### src/rtl/bus_pkg.sv
// Shared definitions for the 8-bit valid/ready bus.
//   BUS_W      : bus data width
//   bus_data_t : one bus beat, used for bus data, FIFO storage and the output stream
package bus_pkg;
  localparam int unsigned BUS_W = 8;
  typedef logic [BUS_W-1:0] bus_data_t;
endpackage

### src/rtl/bus_sync_fifo.sv
// First-word-fall-through synchronous FIFO: storage, read/write pointers and occupancy.
//   clk, rst_n : clock, synchronous active-low reset (clears pointers and level)
//   push/wdata : write wdata at the tail; caller guarantees not full
//   pop        : drop the head entry; caller guarantees not empty
//   rdata      : current head entry (valid whenever level != 0)
//   level      : number of stored entries, 0..DEPTH
module bus_sync_fifo
  import bus_pkg::*;
#(
  parameter int unsigned DEPTH  = 4,
  parameter type         data_t = bus_data_t
) (
  input  logic                       clk,
  input  logic                       rst_n,
  input  logic                       push,
  input  data_t                      wdata,
  input  logic                       pop,
  output data_t                      rdata,
  output logic [$clog2(DEPTH):0]     level
);

  localparam int unsigned PtrW = $clog2(DEPTH);
  localparam int unsigned LvlW = PtrW + 1;

  data_t             mem_q [DEPTH];
  logic [PtrW-1:0]   wr_ptr_q, wr_ptr_d;
  logic [PtrW-1:0]   rd_ptr_q, rd_ptr_d;
  logic [LvlW-1:0]   level_q, level_d;

  // DEPTH is a power of two, so plain pointer overflow gives the modulo wrap.
  always_comb begin
    wr_ptr_d = wr_ptr_q;
    rd_ptr_d = rd_ptr_q;
    level_d  = level_q;
    if (push) wr_ptr_d = wr_ptr_q + 1'b1;
    if (pop)  rd_ptr_d = rd_ptr_q + 1'b1;
    unique case ({push, pop})
      2'b10:   level_d = level_q + 1'b1;
      2'b01:   level_d = level_q - 1'b1;
      default: level_d = level_q;
    endcase
  end

  always_ff @(posedge clk) begin
    if (!rst_n) begin
      wr_ptr_q <= '0;
      rd_ptr_q <= '0;
      level_q  <= '0;
    end else begin
      wr_ptr_q <= wr_ptr_d;
      rd_ptr_q <= rd_ptr_d;
      level_q  <= level_d;
    end
  end

  // Storage needs no reset: level gates every read of it.
  always_ff @(posedge clk) begin
    if (rst_n && push) mem_q[wr_ptr_q] <= wdata;
  end

  assign rdata = mem_q[rd_ptr_q];
  assign level = level_q;

endmodule

### src/rtl/bus_slave_rx_fifo.sv
// Slave-side receiver for the 8-bit valid/ready bus.
//   clk, rst_n           : clock, synchronous active-low reset
//   in_data/in_valid     : byte offered by the bus master
//   in_ready             : slave accepts; depends on registered state and rst_n only
//   out_data/out_valid   : head of the FIFO (out_data is 0 when empty)
//   out_ready            : downstream takes the head byte
//   level                : FIFO occupancy
//   byte_cnt             : bytes accepted since reset, wraps silently
//   proto_err            : sticky flag, master withdrew or changed a stalled byte
module bus_slave_rx_fifo
  import bus_pkg::*;
#(
  parameter int unsigned DEPTH = 4,
  parameter int unsigned CNT_W = 16
) (
  input  logic                   clk,
  input  logic                   rst_n,
  input  bus_data_t              in_data,
  input  logic                   in_valid,
  output logic                   in_ready,
  output bus_data_t              out_data,
  output logic                   out_valid,
  input  logic                   out_ready,
  output logic [$clog2(DEPTH):0] level,
  output logic [CNT_W-1:0]       byte_cnt,
  output logic                   proto_err
);

  localparam int unsigned LvlW = $clog2(DEPTH) + 1;
  localparam logic [LvlW-1:0] LvlFull = LvlW'(DEPTH);

  logic        push, pop;
  bus_data_t   head;

  logic [CNT_W-1:0] byte_cnt_q, byte_cnt_d;
  logic             proto_err_q, proto_err_d;
  logic             in_valid_q;
  bus_data_t        in_data_q;
  logic             stall_q;

  // Gating with rst_n keeps both handshakes closed on a reset edge.
  assign in_ready  = rst_n & (level != LvlFull);
  assign out_valid = rst_n & (level != '0);
  assign out_data  = out_valid ? head : '0;

  assign push = in_valid & in_ready;
  assign pop  = out_valid & out_ready;

  bus_sync_fifo #(
    .DEPTH  (DEPTH),
    .data_t (bus_data_t)
  ) u_fifo (
    .clk   (clk),
    .rst_n (rst_n),
    .push  (push),
    .wdata (in_data),
    .pop   (pop),
    .rdata (head),
    .level (level)
  );

  // A byte stalled last cycle must be held unchanged until accepted.
  always_comb begin
    byte_cnt_d  = byte_cnt_q + CNT_W'(push);
    proto_err_d = proto_err_q;
    if (stall_q && in_valid_q && (!in_valid || (in_data != in_data_q))) proto_err_d = 1'b1;
  end

  always_ff @(posedge clk) begin
    if (!rst_n) begin
      byte_cnt_q  <= '0;
      proto_err_q <= 1'b0;
      in_valid_q  <= 1'b0;
      in_data_q   <= '0;
      stall_q     <= 1'b0;
    end else begin
      byte_cnt_q  <= byte_cnt_d;
      proto_err_q <= proto_err_d;
      in_valid_q  <= in_valid;
      in_data_q   <= in_data;
      stall_q     <= in_valid & ~in_ready;
    end
  end

  assign byte_cnt  = byte_cnt_q;
  assign proto_err = proto_err_q;

endmodule

### config.mk
export PLATFORM = sky130hd
export DESIGN_NAME = bus_slave_rx_fifo
export DESIGN_NICKNAME = d
export VERILOG_FILES = /design/src/rtl/bus_pkg.sv /design/src/rtl/bus_sync_fifo.sv /design/src/rtl/bus_slave_rx_fifo.sv
export SDC_FILE = /design/constraint.sdc
export NUM_CORES = 1
export LEC_CHECK = 0
export ABC_CLOCK_PERIOD_IN_PS = 3300
export CORE_MARGIN = 2
export CORE_UTILIZATION = 53
export DETAILED_ROUTE_END_ITERATION = 10
export PLACE_DENSITY = 0.87
export SETUP_SLACK_MARGIN = 0.05
export SYNTH_ARGS = -nofsm -noshare
export SYNTH_HDL_FRONTEND = slang
export SYNTH_SLANG_ARGS = --single-unit
export TNS_END_PERCENT = 10
### constraint.sdc
create_clock -name clk -period 3.3 [get_ports clk]
set_input_delay 0.33 -clock clk [delete_from_list [all_inputs] [get_ports clk]]
set_output_delay 0.33 -clock clk [all_outputs]
set_load 0.02 [all_outputs]
Fig. 1: placed standard cells
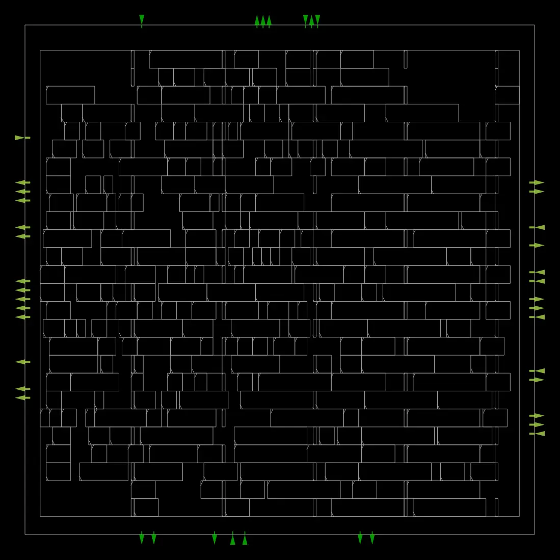
count of inserted tapcells: 70
final core occ: 0.6974
area of the core: 5140 um2
count of flip-flops and latches: 68

Fig. 2: signal metal coverage by tile
(4 px per um) 15 x 15 tiles, from dark purple (low) to yellow (high), scaled to the fullest tile. Values are wire area over tile area, all layers added.
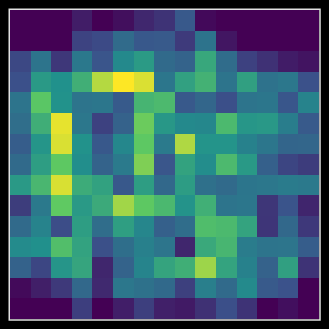
fullest tile: 0.35
nearly empty tiles: 10%
mean over tiles: 0.13

Fig. 3: logic cells by family
(4 px per um)
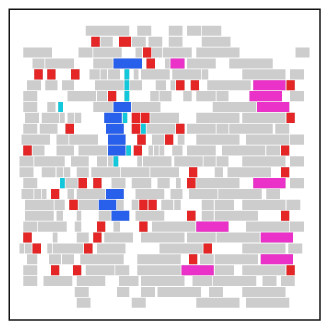
[blue] adder and majority cells | cells: 9
[cyan] inverters | cells: 9
[red] AND and OR gates | cells: 44
[magenta] multiplexers | cells: 9

Fig. 4: layout detail
Region (24, 24) to (54, 54) um. Cells in gray, sequential cells in the stronger gray; small squares are vias.
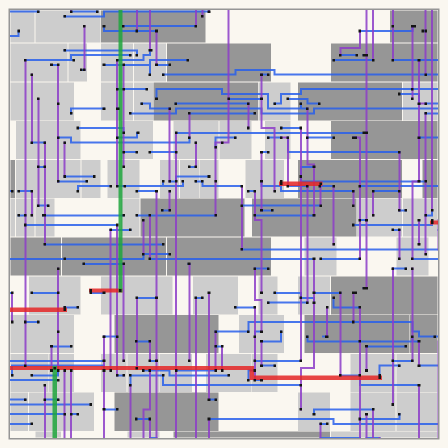
[blue] met1
[green] met4
[purple] met2
[red] met3
most frequent: dfxtp_1 (12), and2_1 (8), ha_1 (8)
netlist names of flops here include: in_data_q (6), u_fifo.mem_q (3), u_fifo.wr_ptr_q (2)
sequential cells in the window: 15
cells with their middle in the window: 63

==> run notes <==
Implementation results.

The number of iterations in the first detailed-routing pass is 4. Synthesis inferred 68 register bits. The leakage power figure is 0.001347 uW. The critical path arrival is 2.27 ns. The critical path endpoint is out_data[7]. In the final report, the number of endpoints failing setup comes to 0. The async set-reset flop share out of synthesis is 0. Before CTS, the worst setup slack after placement is 0.5623 ns.

The number of max-cap violations is 0. The row count is 26. The area share of the largest cell type after synthesis is 0.3376.

The final timing report lists a max-slew violation count of 0. The library cells used most frequently in the layout, excluding fill and tap cells, are clkdlybuf4s50_1, and2_1, dfxtp_1. The filler cells instantiated in the layout total 409. Once iteration 0 of detailed routing completed, the report listed 75 DRC markers. For the combinational group, total power comes out at 177 uW.

The type of element capturing the critical path is an output port. The warning tally printed by Yosys for this design is 0. The number of standard cells reported by yosys is 217. The area of all sequential standard cells is 1682 um2.

The synthesized netlist cell count is 217. The report lists the number of cells resized after CTS as 0. The post-synth area from yosys stat is 2846 um2. The flow ran to the end, and the final reports show no timing, DRC or antenna violations.

The insertion delay at the late pin of the worst-skew pair is 0.34 ns. The filler-free cell count of the finished design is 340. The final layout reports a setup TNS of 0 ns.

The total placed instance area is 3336 um2. The class of the most critical hold timing path is reg2reg. The antenna diode count is 0. The final weighted congestion in routability-driven placement is 0.7406. STA reports a reg2reg setup slack of 0.83 ns. The layout report lists the clock-cell share of area as 0.06946. The most frequently placed logic cell in the final layout is clkdlybuf4s50_1. Broken down by cell family, the worst path's largest delay share belongs to flip-flops. The buffer levels on the longest clock path is 2. In this run the worst path has a maximum fanout of 8.

Per the timing report, the most critical flop-to-flop path finishes at u_fifo.level[2]. Counting the buffers created by CTS gives 9. The unique cell type count in the Yosys netlist is 31. The switching part of the total is 0.2140. The via density per instance is 5.085.

For this block, the via count after detailed routing is 1729. The sequential group share of total power is 0.481. Per the post-route antenna check, the number of violating nets is 0. The final layout contains 286 nets. For this block, the routed nets add up to 4908 um of wire. Setup repair after global routing left no endpoint under its margin.

The script parses the final routing iteration and logs DRC violations as 0. The number of cells on the critical path is 3. In the CTS report, the clock slew at the register clock pins of the worst setup and hold paths is listed as 0.07 ns.

The H-tree level count is 3. The count of buffer and inverter cells on the critical path is 1. The worst max-slew margin expressed relative to the limit is 0.6385.

The area taken by multi-input combinational cells is reported as 1100 um2. The clock sink count is 68. The number of hold-repair buffers added at the cts stage is 0. Looking at the post-CTS report, the setup buffer insertion count equals 0.

The count of non-CTS inverters in the layout is 9. Counting every net in the synthesized netlist gives 238. The chip width is 77.29 um.

On the worst path, the slowest cell contributes a delay of 0.66 ns. The most area-hungry cell class in the final design is registers. For the completed layout, the total cell area is recorded as 3585 um2. The fraction of cell area in sequential cells is reported as 0.4691. The highest clock frequency the design can meet is 0.3843 GHz. At the worst endpoint, the required time is 2.97 ns. In this run the critical path is formed by mux4_2 > and2_1 > clkdlybuf4s50_1.

TritonCTS built the clock tree. The final worst slack is 0.6976 ns. The number of buffers added on ports is 41.

The power density normalized to cell area is 542.3 nW/um2. The fraction of final layout cells with drive strength greater than 1 is 0.1222. The non-clock buffer area fraction after layout is 0.1208. After synthesis, the cell types taking the most area are edfxtp_1, dfxtp_1, and2_1, mux4_2, xor2_1. The group with the largest share of power is registers.

The critical-path cell with the highest stage delay is dfxtp_1. The slew at the pin closest to its max-slew limit is 0.5415 ns. The largest net degree at the start of global routing is 19. The switching component of the power was reported as 416.0 uW. The number of logged tool warnings is 30. The global route stage reports its total congestion overflow as 0.
[registers in the layout (all words and copies together) (netlist names), named ones only]
name / cells
u_fifo.level: 3
stall_q: 1
u_fifo.wr_ptr_q: 2
proto_err: 1
u_fifo.mem_q: 32
byte_cnt: 16
in_valid_q: 1
in_data_q: 8
u_fifo.rd_ptr_q: 2
[metal layers]
layer,part of all wire,vias up,track usage
met5,0,-,0
li1,-,851,-
met2,0.49,44,0.2965
met4,0.010,0,0.07500
met1,0.44,828,0.2197
met3,0.059,6,0.06353
[logic make-up (layout without fill, tap and decap cells)]
family	count (synthesis)	after routing	share of synthesized area
compound gates	11	11	0.02417
xor+xnor	24	24	0.07385
buf+inv	16	69	0.02286
mux	9	9	0.06681
simple gates	80	80	0.1793
flops	68	68	0.5908
fa+ha+maj	9	9	0.04220
Power and IR drop assume default switching activity.
